==> config.mk <==
export PLATFORM = sky130hd
export DESIGN_NAME = fifo_share_ctrl
export DESIGN_NICKNAME = d
export VERILOG_FILES = /design/src/rtl/fifo_share_pkg.sv /design/src/rtl/rr_arb2.sv /design/src/rtl/fifo_share_ctrl.sv
export SDC_FILE = /design/constraint.sdc
export NUM_CORES = 1
export LEC_CHECK = 0
export ABC_AREA = 1
export CAP_MARGIN = 10
export CORE_MARGIN = 8
export CORE_UTILIZATION = 30
export DETAILED_ROUTE_END_ITERATION = 10
export HOLD_SLACK_MARGIN = 0.02
export PLACE_DENSITY_LB_ADDON = 0.3
export SKIP_LAST_GASP = 1
export SYNTH_ARGS = -nofsm -noshare
export SYNTH_HDL_FRONTEND = slang
export SYNTH_SLANG_ARGS = --single-unit
==> constraint.sdc <==
create_clock -name clk -period 3 [get_ports clk]
set_clock_uncertainty 0.15 [all_clocks]
set_input_delay 0.6 -clock clk [delete_from_list [all_inputs] [get_ports clk]]
set_output_delay 0.6 -clock clk [all_outputs]
set_load 0.1 [all_outputs]
==> src/rtl/fifo_share_pkg.sv <==
// Shared types and defaults for the shared-FIFO write/drain controller.
// Contents: read sequencer state enum, default data width / depth / burst.
package fifo_share_pkg;

   typedef enum logic [1:0] {
      IDLE = 2'd0,
      RD   = 2'd1,
      CAP  = 2'd2,
      HOLD = 2'd3
   } rd_state_t;

   localparam int DW_DEF    = 8;
   localparam int DEPTH_DEF = 16;
   localparam int AW_DEF    = 4;
   localparam int BURST_DEF = 4;

endpackage

==> src/rtl/rr_arb2.sv <==
// Two-input round-robin arbiter.
// Ports:
//   clk, rst_n : clock, async active-low reset
//   valid[1:0] : request lines (bit 0 = requester 0)
//   accept     : the granted request is taken this cycle
//   grant[1:0] : one-hot grant (combinational)
module rr_arb2
   import fifo_share_pkg::*;
(
   input  logic       clk,
   input  logic       rst_n,
   input  logic [1:0] valid,
   input  logic       accept,
   output logic [1:0] grant
);

   // ptr names the requester that wins a tie
   logic ptr;

   always_comb begin
      grant = 2'b00;
      case (valid)
         2'b01:   grant = 2'b01;
         2'b10:   grant = 2'b10;
         2'b11:   grant = ptr ? 2'b10 : 2'b01;
         default: grant = 2'b00;
      endcase
   end

   // Only a write taken from the favoured side hands the tie to the other one.
   always_ff @(posedge clk or negedge rst_n) begin
      if (!rst_n) begin
         ptr <= 1'b0;
      end else if (accept && grant[ptr]) begin
         ptr <= ~ptr;
      end
   end

endmodule

==> src/rtl/fifo_share_ctrl.sv <==
// Shares one single-clock FIFO between two writers and drains it in bursts
// to a valid/ready consumer. An internal level counter mirrors the FIFO fill.
//
// state | meaning
// ------+-----------------------------------------------------------
// IDLE  | waiting for level >= BURST, or a pending flush with data
// RD    | issue one RdEn (skipped if FIFO reports empty)
// CAP   | FIFO Q valid, capture into out_data, raise out_valid
// HOLD  | wait for consumer handshake, then next word or IDLE
//
// Ports:
//   clk, rst_n                     : clock, async active-low reset
//   reqN_valid/reqN_data/reqN_ready: writer handshakes (N = 0, 1)
//   flush                          : drain remaining words below BURST
//   fifo_data/fifo_wren/fifo_rden  : to FIFO
//   fifo_q/fifo_empty/fifo_full    : from FIFO
//   out_valid/out_data/out_ready   : drained word to consumer
//   level                          : words currently stored
//   busy                           : read sequencer active
module fifo_share_ctrl
   import fifo_share_pkg::*;
#(
   parameter int DW    = DW_DEF,
   parameter int DEPTH = DEPTH_DEF,
   parameter int AW    = AW_DEF,
   parameter int BURST = BURST_DEF
) (
   input  logic          clk,
   input  logic          rst_n,
   input  logic          req0_valid,
   input  logic [DW-1:0] req0_data,
   output logic          req0_ready,
   input  logic          req1_valid,
   input  logic [DW-1:0] req1_data,
   output logic          req1_ready,
   input  logic          flush,
   output logic [DW-1:0] fifo_data,
   output logic          fifo_wren,
   output logic          fifo_rden,
   input  logic [DW-1:0] fifo_q,
   input  logic          fifo_empty,
   input  logic          fifo_full,
   output logic          out_valid,
   output logic [DW-1:0] out_data,
   input  logic          out_ready,
   output logic [AW:0]   level,
   output logic          busy
);

   localparam logic [AW:0] DEPTH_L = DEPTH[AW:0];
   localparam logic [AW:0] BURST_L = BURST[AW:0];

   rd_state_t   state, state_nxt;
   logic [AW:0] remaining;
   logic        flush_pend;
   logic        burst_start;
   logic        can_wr;
   logic [1:0]  grant;

   // Write side
   assign can_wr = ~fifo_full & (level != DEPTH_L);

   rr_arb2 u_arb (
      .clk    (clk),
      .rst_n  (rst_n),
      .valid  ({req1_valid, req0_valid}),
      .accept (can_wr & rst_n),
      .grant  (grant)
   );

   // Gated by rst_n so no write leaks into the FIFO while held in reset.
   assign req0_ready = rst_n & can_wr & grant[0];
   assign req1_ready = rst_n & can_wr & grant[1];
   assign fifo_wren  = req0_ready | req1_ready;
   assign fifo_data  = req0_ready ? req0_data :
                       req1_ready ? req1_data : '0;

   // Read sequencer
   always_ff @(posedge clk or negedge rst_n) begin
      if (!rst_n) begin
         state <= IDLE;
      end else begin
         state <= state_nxt;
      end
   end

   always_comb begin
      state_nxt   = state;
      fifo_rden   = 1'b0;
      burst_start = 1'b0;
      case (state)
         IDLE: begin
            if ((level >= BURST_L) || (flush_pend && (level != '0))) begin
               burst_start = 1'b1;
               state_nxt   = RD;
            end
         end
         RD: begin
            if (fifo_empty || (level == '0)) begin
               state_nxt = IDLE;
            end else begin
               fifo_rden = 1'b1;
               state_nxt = CAP;
            end
         end
         CAP: state_nxt = HOLD;
         HOLD: begin
            if (out_valid && out_ready) begin
               state_nxt = (remaining != '0) ? RD : IDLE;
            end
         end
         default: state_nxt = IDLE;
      endcase
   end

   assign busy = (state != IDLE);

   // Datapath: burst down-counter, output register, level mirror, flush latch
   always_ff @(posedge clk or negedge rst_n) begin
      if (!rst_n) begin
         remaining  <= '0;
         out_valid  <= 1'b0;
         out_data   <= '0;
         level      <= '0;
         flush_pend <= 1'b0;
      end else begin
         if (burst_start) begin
            remaining <= (level < BURST_L) ? level : BURST_L;
         end else if (fifo_rden) begin
            remaining <= remaining - 1'b1;
         end

         if (state == CAP) begin
            out_data  <= fifo_q;
            out_valid <= 1'b1;
         end else if ((state == HOLD) && out_valid && out_ready) begin
            out_valid <= 1'b0;
         end

         case ({fifo_wren, fifo_rden})
            2'b10: if (level != DEPTH_L) level <= level + 1'b1;
            2'b01: if (level != '0)      level <= level - 1'b1;
            default: ;
         endcase

         // Clearing wins so a flush seen at level 0 does not linger.
         if (burst_start || (level == '0)) begin
            flush_pend <= 1'b0;
         end else if (flush) begin
            flush_pend <= 1'b1;
         end
      end
   end

endmodule

Figure 1. Clock routing (run 1).
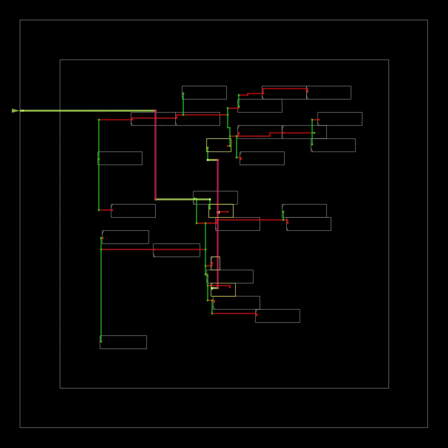
clock sinks: 23
flop count: 23

Figure 2. Floorplan with the power grid (run 1).
Pins as bars on the die edge.
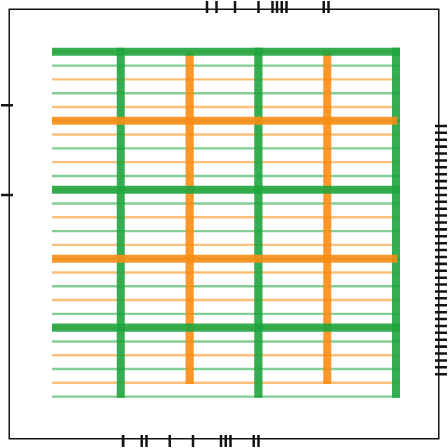
| color | net |
|---|---|
| green | VSS |
| orange | VDD |
met4 straps: 5
met1 rails: 26
met5 straps: 5

Figure 3. Sequential cells grouped by signal name (run 1).
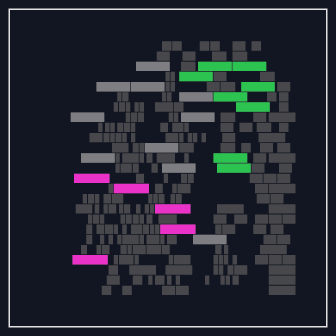
| color | netlist name | flops |
|---|---|---|
| green | out_data | 8 |
| magenta | level | 5 |

Figure 4. Gate families picked out (run 1).
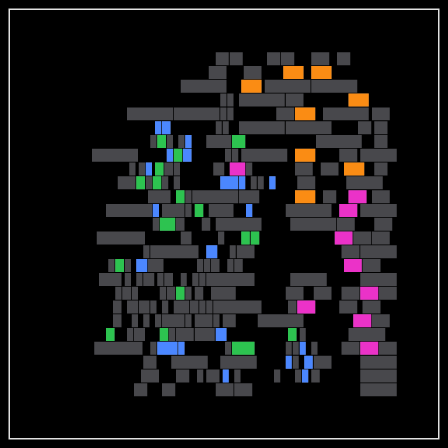
| color | family | cells |
|---|---|---|
| magenta | non-inverting ao/oa cells | 9 |
| green | aoi and oai cells | 17 |
| orange | mux cells | 8 |
| blue | nor cells | 21 |
multi-input combinational area share: 32.1%
Commonest Layout Cell: nand2_1
Final Instance Count excl. Fillers: 288

==> run 1: final timing paths <==
path                            slack (ns)  cells past startpoint      endpoint   startpoint
worst max register to register        0.81                     15      level[4]     level[3]
max in group asynchronous             1.88                      2      level[4]        rst_n
worst max-delay path                  0.16                      8  fifo_data[6]   req0_valid
min in group asynchronous             0.57                      2      level[2]        rst_n
worst min register to register        0.36                      1   out_data[7]  out_data[7]
worst min-delay path                  0.36                      1   out_data[7]  out_data[7]
==> run 1: cell type report <==
class	count	share of cell area, %
Clock buffer	3	1.87
Clock inverter	1	0.227
Inverter	34	6.01
Multi-Input combinational cell	114	32.1
Sequential cell	23	26.4
Tap cell	54	3.06
Timing Repair Buffer	59	30.4
==> summary.txt, run 1 <==
run metrics: CTS Buf Count 3, crit path max-delay cell type clkdlybuf4s50_1, Worst VDD drop 0.517 mV, initial antenna violation count 0, Biggest register out_data, #FFs+latches synth 23, placed cell areas 2160 um2, Tmin final 2.84 ns, Max-area cell share 41.0%, DR iter-0 viols 39, Top Ports 59, Syn Area/Cell 8.21 um2, Compound Share, Synth 12.7%, htree depth 1, Reg area 582 um2, met1 Track Usage GR 12.7%, register share of total power 23.0%, crit path setup slack, layout 0.164 ns, logic area 708 um2, CTS root buf clkbuf_8, Top Layout Cells nand2_1, clkdlybuf4s50_1, inv_1, dfrtp_1, buf_4, Power, Total 2540 uW, Max Cap Viol 0, Logic pwr share 69.4%, Static Leak 0.00107 uW, status finished clean, sw power 1500 uW, largest net degree at the start of global routing 24, Seq power 584 uW, GR met3 Demand/Resource 3.90%, Post-synth seq share 41.0%, biggest regs out_data: 8 flops, level: 5 flops, remaining: 5 flops, DR vias/cell 4.66, period utilization 94.5%, Die Height 84.4 um, Clock group 193 uW, Post-Route Setup TNS 0 ns, Cell Area, Synth 1400 um2, dominant cell type by area after synthesis dfrtp_1, Slew headroom 72.0%, Final Hold Fails 0, Worst-Skew Late Latency 0.26 ns, post-cts resize count 0, Clock Power Share 7.6%, yosys xor share 1.25%, Chip Area, Yosys 1400 um2, Synth top cell by count nand2_1, Worst setup SP type input port, design area 2210 um2, count of final setup violators 0, syn_nets 207, Synth cell types 26, yosys warns 0, Slew @ Worst Pin 0.419 ns, Basic Gates by Area 25.8%, Max FO, Critical Path 9, wire length on met2 1610 um, DR pass1 iterations 4, Layout area overhead 57.2%, hpwl dp 3040 um, max reg flops 8, Top Consumer combinational cells, Max Freq 353 MHz, top cells by count nand2_1, inv_1, dfrtp_1, ANT cells 0, M2 GR Usage 16.4%, cts hold-fix bufs 0, die width 84.4 um, GR peak layer met2, yosys cell count 171, crit end category output port, crit-path leading delay family buffers and inverters, # DRC 0, Cells after DPL 284, share of post-route cells with drive strength above 1 31.6%, CTS clock-pin slew for the worst setup and hold paths 0.08 ns, M1 wire length 1720 um, Init Core Util 30.3%, Port-buffer cells 58, Multiplexer share 6.42%, tool warnings 27, DR WL/cell 12.8 um, Layout Utilization 47.7%, number of global-route vias before repair 1318, crit path cell chain clkdlybuf4s50_1 > inv_1 > nor3_1 > nor2_1 > nand2_1 > clkinv_2 > a22o_2 > buf_12, Rows 25, nets@finish 271, Min-Delay Path Class reg2reg, first-pass GRT wire length 6100 um, top cells by area dfrtp_1, nand2_1, inv_1, mux2_2, a22o_1
==> run 1 -> run 2 <==
--- a/config.mk
+++ b/config.mk
@@ -11,7 +11,7 @@
 export CORE_UTILIZATION = 30
 export DETAILED_ROUTE_END_ITERATION = 10
 export HOLD_SLACK_MARGIN = 0.02
-export PLACE_DENSITY_LB_ADDON = 0.3
+export PLACE_DENSITY = 0.7
 export SKIP_LAST_GASP = 1
 export SYNTH_ARGS = -nofsm -noshare
 export SYNTH_HDL_FRONTEND = slang
==> constraint.sdc (replaced) <==
create_clock -name clk -period 2.9 [get_ports clk]
set_clock_uncertainty 0.15 [all_clocks]
set_input_delay 0.58 -clock clk [delete_from_list [all_inputs] [get_ports clk]]
set_output_delay 0.58 -clock clk [all_outputs]
set_load 0.1 [all_outputs]
Figure 5. Clock routing (run 2).
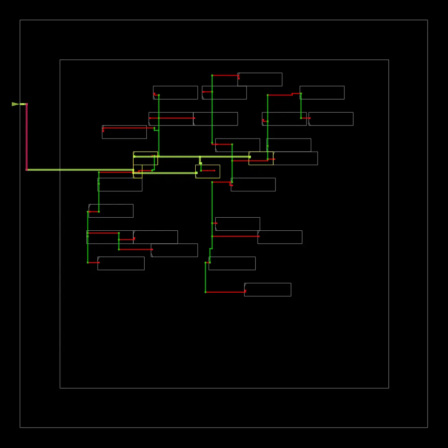
clock buf count: 3
Clock group: 198 uW
Worst-Skew Late Latency: 0.26 ns

Figure 6. Layout detail (run 2).
Window x 0 to 50, y 34 to 84 um. Cells in gray, sequential cells in the stronger gray; small squares are vias.
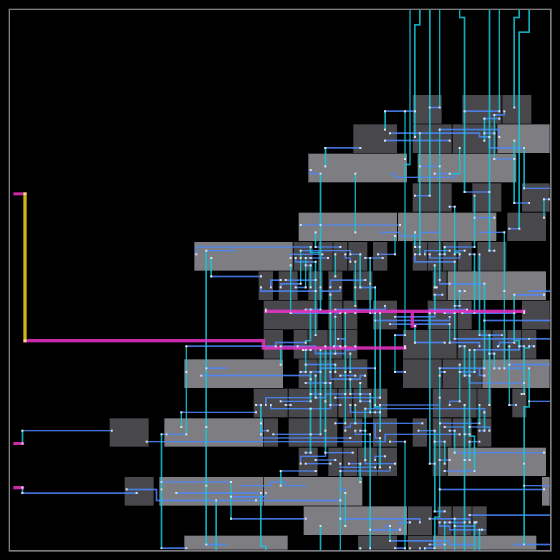
| color | layer |
|---|---|
| magenta | M3 |
| cyan | M2 |
| yellow | M4 |
| blue | M1 |
sequential cells in the window: 16
cells with their middle in the window: 95
most frequent: nand2_1 (13), inv_1 (12), dfrtp_1 (12)
netlist names of flops here include: remaining (5), level (4), out_data (3)

==> run 2 against run 1 <==
Combinational power rose by 3%. Worst hold slack got worse by 0.0063 ns. Synthesized cell count did not move. Register-to-register slack got worse by 0.08 ns. First-iteration DRC count rose by 23%. Area after synthesis did not move. Critical path type unchanged.
==> summary.txt, run 2 <==
run metrics: Final Instance Count excl. Fillers 288 (unchanged), yosys xor share 1.25% (unchanged), Port-buffer cells 58 (unchanged), Chip Area, Yosys 1400 um2 (unchanged), Layout Utilization 47.7% (about the same), # DRC 0 (unchanged), Static Leak 0.00107 uW (about the same), hpwl dp 2900 um (-4.6%), top cells by count nand2_1, inv_1, dfrtp_1, ANT cells 0 (unchanged), crit end category output port, Die Height 84.4 um (unchanged), Post-Route Setup TNS 0 ns (unchanged), Synth top cell by count nand2_1, DR WL/cell 12.4 um (-3.3%), Tmin final 2.76 ns, Max Freq 363 MHz, #FFs+latches synth 23 (unchanged), logic area 708 um2 (unchanged), Multiplexer share 6.42% (unchanged), Commonest Layout Cell nand2_1, Post-synth seq share 41.0% (unchanged), Clock Power Share 7.6% (about the same), Top Layout Cells nand2_1, clkdlybuf4s50_1, inv_1, dfrtp_1, buf_4, M2 GR Usage 16.8% (+0.36 points), largest net degree at the start of global routing 24 (unchanged), Layout area overhead 57.3% (about the same), Cell Area, Synth 1400 um2 (unchanged), Basic Gates by Area 25.8% (unchanged), sw power 1540 uW (+2.7%), Synth cell types 26 (unchanged), top cells by area dfrtp_1, nand2_1, inv_1, mux2_2, a22o_1, Worst setup SP type input port, initial antenna violation count 0 (unchanged), Slew headroom 72.8% (+0.81 points), Slew @ Worst Pin 0.407 ns (-0.0123 ns), CTS Buf Count 3 (unchanged), biggest regs out_data: 8 flops, level: 5 flops, remaining: 5 flops, syn_nets 207 (unchanged), status finished clean, GR met3 Demand/Resource 3.80% (-0.098 points), crit path max-delay cell type clkdlybuf4s50_1, crit path setup slack, layout 0.142 ns (-0.0221 ns), Biggest register out_data, crit path cell chain clkdlybuf4s50_1 > inv_1 > nor2_1 > nor2_1 > nand2_1 > clkinv_2 > a22o_2 > buf_12, period utilization 95.1%, DR iter-0 viols 48 (+23%), yosys warns 0 (unchanged), post-cts resize count 0 (unchanged), DR pass1 iterations 4 (unchanged)
==> run 2: cell counts after synthesis <==
No cell type changed its count.
==> run 2: area by class of cell <==
type | count | area share, %
Inverter | 34 | 6.06
Clock buffer | 3 | 1.87
Tap cell | 54 | 3.06
Timing Repair Buffer | 59 | 30.4
Multi-Input combinational cell | 114 | 32.1
Clock inverter | 1 | 0.227
Sequential cell | 23 | 26.3
==> run 2: path summary, 6_finish.rpt <==
path / start / cells after the start / slack [ns] / endpoint
max: req0_valid / 8 / 0.14 / fifo_data[5]
min: out_valid / 2 / 0.35 / out_valid
max reg2reg: level[3] / 14 / 0.73 / level[4]
min reg2reg: out_valid / 2 / 0.35 / out_valid
max in group asynchronous: rst_n / 2 / 1.81 / level[3]
min in group asynchronous: rst_n / 2 / 0.54 / flush_pend
No activity file was given, so power comes from the tool's default toggle rates.
